$ cat src/rtl/gmii_rx_sink.sv
// gmii_rx_sink: GMII/MII receiver that strips preamble and FCS, checks CRC-32 and streams the payload
module gmii_rx_sink #(
  parameter int DATA_WIDTH    = 8,
  parameter int MIN_FRAME_LEN = 64,
  parameter int MAX_FRAME_LEN = 1518,
  parameter int CNT_WIDTH     = 32
) (
  input  logic                  clk,
  input  logic                  rst,
  input  logic [DATA_WIDTH-1:0] gmii_d,
  input  logic                  gmii_en,
  input  logic                  gmii_er,
  input  logic                  gmii_clk_en,
  input  logic                  gmii_mii_sel,
  output logic [7:0]            m_axis_tdata,
  output logic                  m_axis_tvalid,
  output logic                  m_axis_tlast,
  output logic                  m_axis_tuser,
  output logic [CNT_WIDTH-1:0]  frames_ok,
  output logic [CNT_WIDTH-1:0]  frames_bad
);
  localparam int LW = $clog2(MAX_FRAME_LEN + 2);
  typedef enum logic [2:0] {S_WAIT_IDLE, S_IDLE, S_PRE, S_PAY, S_DROP} state_t;
  state_t          r_state, w_state_nxt;
  logic            r_mii, r_half, r_er;
  logic [3:0]      r_nib;
  logic [31:0]     r_crc, w_crc;
  logic [LW-1:0]   r_len;
  logic [3:0][7:0] r_dly;
  logic [7:0]      r_hold, w_byte;
  logic            w_mii, w_acc, w_end, w_sfd, w_over, w_held, w_err;
  function automatic logic [31:0] crc_byte(input logic [31:0] c, input logic [7:0] d);
    logic [31:0] x;
    x = c ^ {24'h0, d};
    for (int i = 0; i < 8; i++) x = x[0] ? ((x >> 1) ^ 32'hEDB88320) : (x >> 1);
    return x;
  endfunction
  // Byte assembly, frame-position and end-of-frame error decode
  always_comb begin
    w_mii  = (r_state == S_IDLE || r_state == S_WAIT_IDLE) ? gmii_mii_sel : r_mii;
    w_acc  = gmii_clk_en & gmii_en & (~w_mii | r_half);
    w_end  = gmii_clk_en & ~gmii_en;
    w_byte = w_mii ? {gmii_d[3:0], r_nib} : gmii_d[7:0];
    w_crc  = crc_byte(r_crc, w_byte);
    w_sfd  = (r_state == S_PRE) && w_acc && (w_byte == 8'hD5);
    w_over = (r_state == S_PAY) && w_acc && (r_len == LW'(MAX_FRAME_LEN));
    w_held = r_len >= LW'(5);
    w_err  = r_er | (r_crc != 32'hDEBB20E3) | (r_len < LW'(MIN_FRAME_LEN)) | (r_mii & r_half);
  end
  // Next-state decode of the frame tracker
  always_comb begin
    w_state_nxt = r_state;
    case (r_state)
      S_WAIT_IDLE: w_state_nxt = w_end ? S_IDLE : S_WAIT_IDLE;
      S_IDLE:      w_state_nxt = !w_acc ? S_IDLE : (w_byte == 8'h55) ? S_PRE : S_DROP;
      S_PRE:       w_state_nxt = w_end ? S_IDLE : !w_acc ? S_PRE : (w_byte == 8'h55) ? S_PRE :
                                 (w_byte == 8'hD5) ? S_PAY : S_DROP;
      S_PAY:       w_state_nxt = w_end ? S_IDLE : w_over ? S_DROP : S_PAY;
      S_DROP:      w_state_nxt = w_end ? S_IDLE : S_DROP;
      default:     w_state_nxt = S_WAIT_IDLE;
    endcase
  end
  // State register
  always_ff @(posedge clk) begin
    if (!rst) r_state <= S_WAIT_IDLE;
    else      r_state <= w_state_nxt;
  end
  // Nibble pairing, CRC, FCS delay line, beat generation and counters
  always_ff @(posedge clk) begin
    if (!rst) begin
      r_mii         <= 1'b0;
      r_half        <= 1'b0;
      r_nib         <= '0;
      r_er          <= 1'b0;
      r_crc         <= 32'hFFFFFFFF;
      r_len         <= '0;
      r_dly         <= '0;
      r_hold        <= '0;
      m_axis_tdata  <= '0;
      m_axis_tvalid <= 1'b0;
      m_axis_tlast  <= 1'b0;
      m_axis_tuser  <= 1'b0;
      frames_ok     <= '0;
      frames_bad    <= '0;
    end else begin
      r_mii         <= w_mii;
      m_axis_tvalid <= 1'b0;
      m_axis_tlast  <= 1'b0;
      m_axis_tuser  <= 1'b0;
      if (gmii_clk_en) r_half <= gmii_en & w_mii & ~r_half;
      if (gmii_clk_en & gmii_en & w_mii & ~r_half) r_nib <= gmii_d[3:0];
      if (w_sfd) begin
        r_crc <= 32'hFFFFFFFF;
        r_len <= '0;
        r_er  <= 1'b0;
      end
      if (r_state == S_PAY) begin
        if (gmii_clk_en & gmii_en & gmii_er) r_er <= 1'b1;
        if (w_end) begin
          m_axis_tvalid <= w_held;
          m_axis_tlast  <= w_held;
          m_axis_tuser  <= w_held & w_err;
          m_axis_tdata  <= w_held ? r_hold : m_axis_tdata;
          frames_ok     <= frames_ok + CNT_WIDTH'(!w_err);
          frames_bad    <= frames_bad + CNT_WIDTH'(w_err);
        end else if (w_acc) begin
          r_crc         <= w_crc;
          r_len         <= r_len + LW'(1);
          r_dly         <= {r_dly[2:0], w_byte};
          r_hold        <= r_dly[3];
          m_axis_tvalid <= w_held;
          m_axis_tlast  <= w_over;
          m_axis_tuser  <= w_over;
          m_axis_tdata  <= w_held ? r_hold : m_axis_tdata;
          frames_bad    <= frames_bad + CNT_WIDTH'(w_over);
        end
      end
    end
  end
endmodule

$ cat config.mk
export PLATFORM = sky130hd
export DESIGN_NAME = gmii_rx_sink
export DESIGN_NICKNAME = d
export VERILOG_FILES = /design/src/rtl/gmii_rx_sink.sv
export SDC_FILE = /design/constraint.sdc
export NUM_CORES = 1
export LEC_CHECK = 0
export ABC_AREA = 1
export CAP_MARGIN = 30
export CORE_MARGIN = 5
export CORE_UTILIZATION = 52
export DETAILED_ROUTE_END_ITERATION = 7
export MAX_ROUTING_LAYER = met4
export PLACE_DENSITY = 0.76
export SYNTH_ARGS = -nofsm -noshare
export SYNTH_HDL_FRONTEND = slang
export SYNTH_SLANG_ARGS = --single-unit
$ cat constraint.sdc
create_clock -name clk -period 3.35 [get_ports clk]
set_clock_uncertainty 0.2 [all_clocks]
set_input_delay 0.67 -clock clk [delete_from_list [all_inputs] [get_ports clk]]
set_output_delay 0.67 -clock clk [all_outputs]
set_load 0.02 [all_outputs]
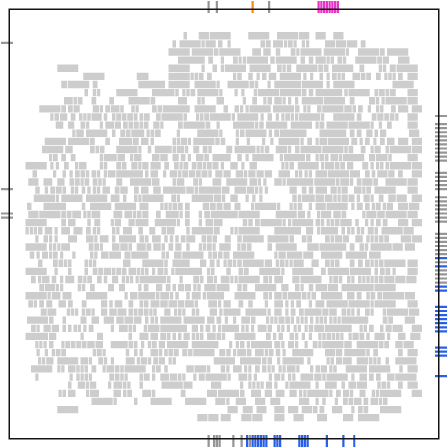
Fig. 1. Pin map.
Pins as bars across the die edge, other pins in gray.
Key: magenta = `m_axis_tdata` [pins 8, direction output, edge top]; blue = `frames_bad` [pins 32, direction output, edge 17 bottom, 15 right]; orange = `gmii_en` [pins 1, direction input, edge top]
Die Y-Extent: 143 um
die width: 143 um
input/output buffers: 88

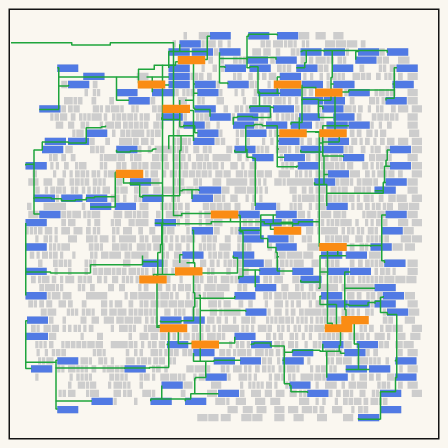
Fig. 2. Clock network drawn from the DEF.
Key: blue = flip-flops [count 168]; orange = cells driving clock nets [count 17]; green = clock wires [length 2110 um]
Position of the flops: all over the die.
clock network fraction of total power: 0.443
clock-net power: 2.01 mW
Latency at later pin: 430 ps

==> Slide: Implementation Results <==
Run Summary

Finish
  • Layout Nets: 1541
  • Mi-comb count: 1003
  • Repair and plain buffers: 182
  • Layout fillers: 1550
  • Most numerous logic cells after layout: 293 x nand2_1, 165 x dfxtp_1, 154 x nor2_1
  • Clock buffers: 17
  • Flop area: 3370 um2
  • Final clock-cell share: 0.0519
  • Most frequent logic cell in the layout: nand2_1
  • Top class by area: logic gates
  • Area added between synthesis and finish: 26.2%
  • Sequential cells: 168
  • NonClk Buf Share: 0.137
  • Non-clk invs: 148
  • Final Non-Filler Cells: approximately 1800
  • Layout cell share with drive strength beyond 1: 0.150
  • Diode count: 0
  • Logic share of the area: 0.450

Clock network
  • CTS Buf Count: 17
  • CTS root buf: clkbuf_16
  • Hold-fix buffer count after cts: 0
  • Setup bufs post-CTS: 0
  • CTS Buffer Depth: 2
  • Post-CTS Resized: 7
  • # H-tree levels: 4
  • Worst-path clk slew: 80 ps

Timing
  • Unrepaired setup endpoints after global routing: true
  • Max Fclk: 316 MHz
  • Tmin final: 3160 ps
  • Final hold violations: 0
  • Final Max Slew Viols: 0
  • Hold_ws: 260 ps
  • Final setup fails: 0
  • Fin crit share: 0.944

GRT
  • Global-route wire length before repair: 43800 um
  • Total gr overflow: 0
  • Largest net degree at the start of global routing: 57
  • Initial antenna violation count: 0
  • Vias in the first global route: 9095
  • Most Crowded Layer GR: met2
  • Gr usage total: 0.270
  • GR Util met2: 0.448
  • Met1 GRT Util: 0.326

Setup path
  • Most used cell, CP: nand3_2
  • Worst setup EP type: flip-flop
  • CP startpoint kind: flip-flop
  • Slowest CP cell: dfxtp_2
  • Worst R2R End: frames_ok[29]$_SDFFE_PN0P_
  • Crit Path Max Fanout: 6
  • CP max stage delay: 340 ps
  • R2r worst-path depth: 19
  • Reg2Reg Setup Slack: between 150 and 200 ps
  • Delay-heaviest family, CP: simple AND/OR/NAND/NOR gates
  • CP Buf/Inv Count: 3
  • CP required: 3480 ps

Logic synthesis
  • Cells in synth_stat.txt: 1367
  • Post-synth ARST share: 0
  • Yosys stat area: about 9200 um2
  • Adders+Majority by Area: 0.00949
  • Synth Seq Share: 0.364
  • Commonest flop: dfxtp_1
  • Ys flops: about 170
  • Synth Net Count: around 1400
  • Simple-Gate Area Share: 0.335
  • XOR/XNOR Area Share: 0.0356
  • Logic family by area: simple AND/OR/NAND/NOR gates
  • Count of library flops with an enable pin: 0
  • Mux share: 0
  • Ao+oa area frac: 0.173
  • Syn Area/Cell: 6.75 um2
  • Syn. warnings: 0
  • Synth Instances: 1367

Power and ir drop
  • Cell-internal power: approximately 3.3 mW
  • Static Leak: 4.82 nW
  • Logic gate share of total power: 0.114
  • Worst IR drop on VDD: between 0.3 and 0.4 mV
  • P_comb: 0.518 mW
  • Flip-flop and latch power: 2.01 mW
  • Top pwr grp: sequential cells

Floorplan
  • Tap Cells: 225
  • Site Rows: 48
  • Core area: 17400 um2

Route
  • Antenna Violating Nets Remaining: 0
  • DRC Markers: 0
  • Wire length on met2: roughly 13000 um
  • Routed via count: between 9000 and 10000
  • WL per Instance: 15.3 um
  • 1st-iter DRT viols: 661
  • DRT met1 WL: 11100 um

Min path
  • WHS Endpoint: m_axis_tdata[7]$_SDFFE_PN0P_

Run
  • Number of OpenROAD warnings: 29

Status
  • Status: finished clean

Place
  • DP Wirelength: around 19000 um
  • Final Wtd Congestion: 0.988
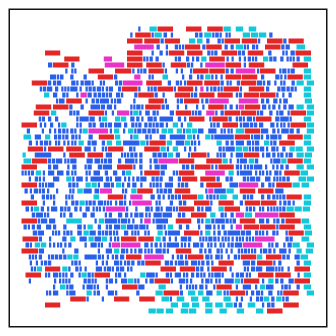
Fig. 3. Placement by cell class.
Key: blue = all other logic [cells 1151, share of their area 51%]; red = flops [cells 168, share of their area 30%]; cyan = other buffers and delay cells [cells 182, share of their area 14%]; magenta = clock drivers and dummy loads [cells 32, share of their area 5.3%]
Layout Utilization: 0.671
Seq/total area: 0.289

how the worst max path moves through the flow:
stage | startpoint | to | slack (ps) | depth (start not counted)
after floorplan | gmii_mii_sel | frames_bad[26]$_SDFFE_PN0P_ | 30 | 24
after global placement | gmii_mii_sel | frames_bad[26]$_SDFFE_PN0P_ | -460 | 25
after detailed placement | gmii_mii_sel | frames_bad[26]$_SDFFE_PN0P_ | -540 | 25
after CTS | r_crc[23]$_SDFF_PN1_ | frames_ok[26]$_SDFFE_PN0P_ | 5 | 19
after global routing | r_crc[17]$_SDFF_PN1_ | frames_ok[23]$_SDFFE_PN0P_ | -60 | 17
final | r_crc[23]$_SDFF_PN1_ | frames_ok[29]$_SDFFE_PN0P_ | 190 | 19
per-stage QoR:
step,TNS [ps],cell area (um2),worst slack [ps],power (mW)
CTS,0,11500,4.72,4.54
detailed placement,-6530,10900,-537,2.56
global route,-187,11700,-59.6,4.69
floorplan,0,9240,25.9,2.38
global placement,-4310,10900,-464,2.55
finish,0,11700,187,4.53
cell usage after synthesis, types with 5 or more instances:
library cell,count,area (um2)
nand2_1,295,1110
dfxtp_1,168,3360
nor2_1,161,604
inv_1,139,522
o21ai_0,107,536
a21oi_1,92,460
nand3_1,81,405
nor3_1,43,215
clkbuf_1,37,139
nand4_1,31,194
nand2_2,25,156
xor2_1,24,210
nor4_1,15,93.8
o22ai_1,15,93.8
o2111ai_1,14,123
o21ai_1,12,60.1
o211ai_1,9,67.6
xnor2_1,8,70.1
ha_1,7,87.6
inv_2,6,22.5
a31oi_1,5,31.3
nand2_4,5,56.3
nor2_2,5,31.3
o21a_1,5,37.5
o21ai_2,5,43.8
Power and IR drop assume default switching activity.
